--- src/rtl/keytone_ctrl.sv ---
// keytone_ctrl - keypad-to-tone controller.
//
// Converts a debounced key vector into the period divisor N for the PWM
// tone generator. The lowest-numbered held key wins. Each key's divisor comes
// from a writable note table, and N is then right-shifted by the current
// octave. A single on_off pulse toggles the amplifier power (shutdown_l).
//
// Optional feature: define KEYTONE_SUSTAIN_EN to keep the last note sounding
// for HOLD_CYCLES clocks after all keys are released. Without it, N drops to 0
// one cycle after release.
//
// Ports:
//   clk, rst_n          clock, synchronous active-low reset
//   keys                key levels, bit i = key i held
//   on_off              power toggle pulse (highest priority)
//   oct_up / oct_dn     octave shift pulses, saturating at 0..OCT_MAX
//   tbl_we/addr/data    note table write port
//   N                   period divisor, 0 = silent
//   shutdown_l          amplifier enable (low = shut down)
//   note_valid          N carries a non-zero note
//   active_key          index of the sounding key
//   oct                 current octave shift
module keytone_ctrl #(
    parameter int NUM_KEYS    = 16,
    parameter int N_W         = 10,
    parameter int OCT_MAX     = 3,
    parameter int HOLD_CYCLES = 1000000,
    localparam int AW = (NUM_KEYS > 1) ? $clog2(NUM_KEYS) : 1,
    localparam int OW = (OCT_MAX > 0) ? $clog2(OCT_MAX + 1) : 1
) (
    input  logic                clk,
    input  logic                rst_n,
    input  logic [NUM_KEYS-1:0] keys,
    input  logic                on_off,
    input  logic                oct_up,
    input  logic                oct_dn,
    input  logic                tbl_we,
    input  logic [AW-1:0]       tbl_addr,
    input  logic [N_W-1:0]      tbl_data,
    output logic [N_W-1:0]      N,
    output logic                shutdown_l,
    output logic                note_valid,
    output logic [AW-1:0]       active_key,
    output logic [OW-1:0]       oct
);

    if (NUM_KEYS < 2 || OCT_MAX < 1 || HOLD_CYCLES < 1) begin : g_bad_params
        $error("keytone_ctrl: NUM_KEYS >= 2, OCT_MAX >= 1 and HOLD_CYCLES >= 1 are required");
    end

    typedef enum logic [1:0] {
        S_OFF,
        S_IDLE,
        S_PLAY
`ifdef KEYTONE_SUSTAIN_EN
        , S_SUSTAIN
`endif
    } state_t;

    state_t               state, state_nx;
    logic [N_W-1:0]       tbl [NUM_KEYS];
    logic [AW-1:0]        sel;
    logic                 any_key;
    logic [N_W-1:0]       n_d;
    logic                 nv_d;
    logic [AW-1:0]        ak_d;

`ifdef KEYTONE_SUSTAIN_EN
    localparam int CW = (HOLD_CYCLES > 1) ? $clog2(HOLD_CYCLES) : 1;
    logic [CW-1:0] cnt;
    logic          hold_done;
    assign hold_done = (cnt == CW'(HOLD_CYCLES - 1));
`endif

    // Lowest set index wins.
    always_comb begin
        sel     = '0;
        any_key = 1'b0;
        for (int unsigned i = 0; i < NUM_KEYS; i++) begin
            if (!any_key && keys[i]) begin
                sel     = AW'(i);
                any_key = 1'b1;
            end
        end
    end

    // State and output registers.
    always_ff @(posedge clk) begin
        if (!rst_n) begin
            state      <= S_IDLE;
            N          <= '0;
            note_valid <= 1'b0;
            active_key <= '0;
            shutdown_l <= 1'b1;
        end else begin
            state      <= state_nx;
            N          <= n_d;
            note_valid <= nv_d;
            active_key <= ak_d;
            shutdown_l <= (state_nx != S_OFF);
        end
    end

    // Next-state logic; on_off overrides everything else.
    always_comb begin
        state_nx = state;
        if (on_off) begin
            state_nx = (state == S_OFF) ? S_IDLE : S_OFF;
        end else begin
            case (state)
                S_OFF:  state_nx = S_OFF;
                S_IDLE: if (any_key) state_nx = S_PLAY;
                S_PLAY: begin
                    if (!any_key) begin
`ifdef KEYTONE_SUSTAIN_EN
                        state_nx = S_SUSTAIN;
`else
                        state_nx = S_IDLE;
`endif
                    end
                end
`ifdef KEYTONE_SUSTAIN_EN
                S_SUSTAIN: begin
                    if (any_key)        state_nx = S_PLAY;
                    else if (hold_done) state_nx = S_IDLE;
                end
`endif
                default: state_nx = S_IDLE;
            endcase
        end
    end

    // Output next-values are derived from the next state so every output
    // settles on the same edge as the state change (1-cycle latency).
    always_comb begin
        n_d  = N;
        nv_d = note_valid;
        ak_d = active_key;
        case (state_nx)
            S_PLAY: begin
                n_d  = tbl[sel] >> oct;
                nv_d = (n_d != '0);
                ak_d = sel;
            end
`ifdef KEYTONE_SUSTAIN_EN
            S_SUSTAIN: begin
                n_d  = N;
                nv_d = note_valid;
            end
`endif
            default: begin
                n_d  = '0;
                nv_d = 1'b0;
            end
        endcase
    end

    // Octave and note table; both keep working while powered off, but an
    // on_off pulse masks them for its cycle.
    always_ff @(posedge clk) begin
        if (!rst_n) begin
            oct <= '0;
            for (int unsigned i = 0; i < NUM_KEYS; i++) tbl[i] <= '0;
        end else if (!on_off) begin
            if (oct_up && !oct_dn && oct != OW'(OCT_MAX)) oct <= oct + 1'b1;
            if (oct_dn && !oct_up && oct != '0)           oct <= oct - 1'b1;
            if (tbl_we && 32'(tbl_addr) < NUM_KEYS)       tbl[tbl_addr] <= tbl_data;
        end
    end

`ifdef KEYTONE_SUSTAIN_EN
    // Counts sustain cycles; restarts on every entry into SUSTAIN.
    always_ff @(posedge clk) begin
        if (!rst_n) begin
            cnt <= '0;
        end else if (state == S_SUSTAIN && state_nx == S_SUSTAIN) begin
            cnt <= cnt + 1'b1;
        end else begin
            cnt <= '0;
        end
    end
`endif

endmodule

--- config.mk ---
export PLATFORM = sky130hd
export DESIGN_NAME = keytone_ctrl
export DESIGN_NICKNAME = d
export VERILOG_FILES = /design/src/rtl/keytone_ctrl.sv
export SDC_FILE = /design/constraint.sdc
export NUM_CORES = 1
export LEC_CHECK = 0
export CAP_MARGIN = 0
export CELL_PAD_IN_SITES_DETAIL_PLACEMENT = 1
export CELL_PAD_IN_SITES_GLOBAL_PLACEMENT = 2
export CORE_ASPECT_RATIO = 0.6
export CORE_UTILIZATION = 41
export DETAILED_ROUTE_END_ITERATION = 6
export GPL_ROUTABILITY_DRIVEN = 0
export GPL_TIMING_DRIVEN = 0
export PLACE_DENSITY_LB_ADDON = 0.12
export SLEW_MARGIN = 20
export SYNTH_ARGS = -nofsm -noshare
export SYNTH_HDL_FRONTEND = slang
export SYNTH_SLANG_ARGS = --single-unit
export TNS_END_PERCENT = 20
--- constraint.sdc ---
create_clock -name clk -period 5.62 [get_ports clk]
set_input_delay 1.686 -clock clk [delete_from_list [all_inputs] [get_ports clk]]
set_output_delay 1.686 -clock clk [all_outputs]
set_load 0.02 [all_outputs]
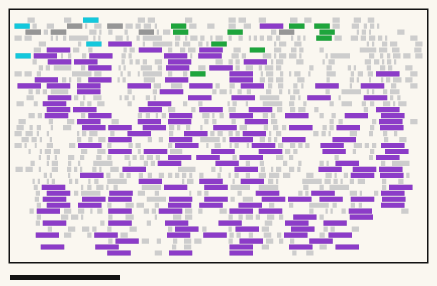
**Above:** sequential cells grouped by signal name.
The bar under the picture is 50 microns long.
purple -> tbl  # sequential cells 160, where all over the die
cyan -> active_key  # sequential cells 4, where north-west
green -> N  # sequential cells 10
Finished Core Util: 50.4%
Flop area: 0.00520 sq mm
Seq group: 1.55 mW

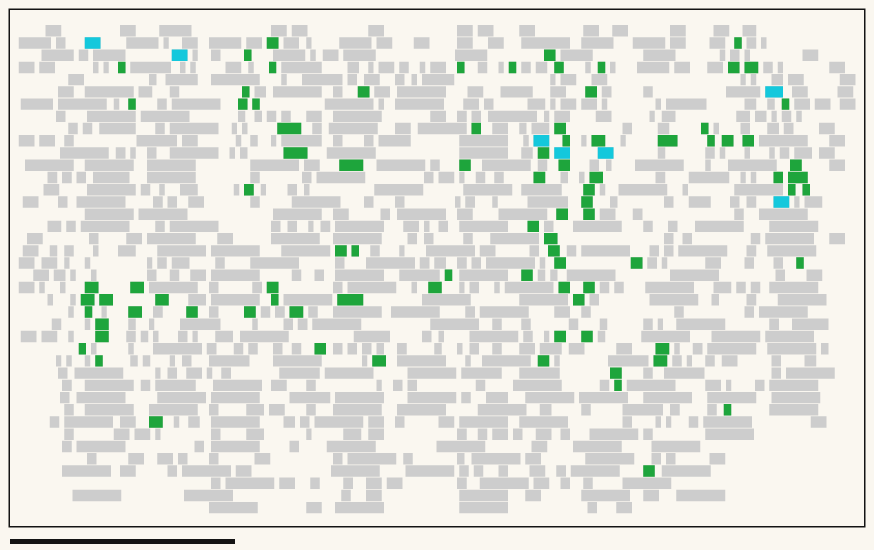
**Above:** logic cells by family.
The bar under the picture is 50 microns long.
green -> aoi and oai cells  # cells 89
cyan -> non-inverting ao/oa cells  # cells 7
Non-Filler Instances: 1072
Comb/total area: 32.3%
most frequent logic cell in the layout: and2_1

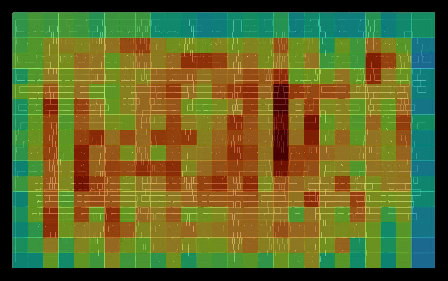
**Above:** routing congestion.
GR Util met1: 40.4%
GR met2 Demand/Resource: 40.5%

==> results.tsv <==
stage	metric	value	unit
run_status	status	finished, final reports clean	
timing	Slew Limit Fails	0	
worst_hold_path	HP Start	active_key[1]	
route	Detail Route Antenna Nets	0	
global_routing	Top Usage Layer GRT	met2	
yosys	Gate Count Post-Synth	707	
floorplan	die extent in y	115	microns
worst_setup_path	critical path type	in2reg	
place	dpl ws	-0.653	ns
yosys	Synth Seq Share	59.9	%
pwr	total combinational power	341	uW
yosys	Unique cell types	55	
pwr	PwrDens	301	mW/mm^2
layout	Clock Buffer Count	27	
timing	part of the cycle the worst path needs	99.5	%
layout	mi-comb count	475	
global_routing	largest net degree at the start of global routing	17	
clock_tree	Root Buffer	clkbuf_16	
pwr	Leak	3.61	nW
timing	relative slew slack	18.7	%
timing	final hold vios	0	
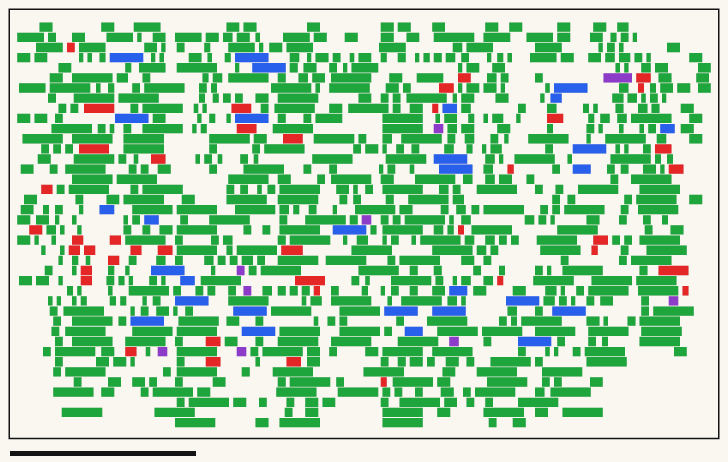
**Above:** cells by drive strength.
The bar under the picture is 50 microns long.
purple -> _3 and _4 cells  # cells 9, most used buf_4
blue -> _6 and larger  # cells 29, most used clkbuf_16
green -> _0 and _1 cells  # cells 718, most used and2_1
red -> _2 cells  # cells 41, most used o21ai_2
Signal buffers: 104
Area Growth Syn to Fin: 18.2%
Worst Slack Setup Final: 0.0269 ns
Post-Layout Inst Area: 0.0103 sq mm

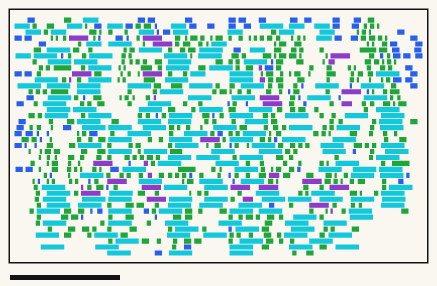
**Above:** placement by cell class.
The bar under the picture is 50 microns long.
purple -> clock drivers and dummy loads  # cells 32, share of their area 5.9%
blue -> remaining buffers and delay cells  # cells 104, share of their area 7.9%
cyan -> sequential cells  # cells 180, share of their area 52%
green -> combinational and other logic  # cells 481, share of their area 34%
core area: 0.0204 sq mm
sequential share of cell area: 50.7%
row count: 40

No activity file was given, so power comes from the tool's default toggle rates.
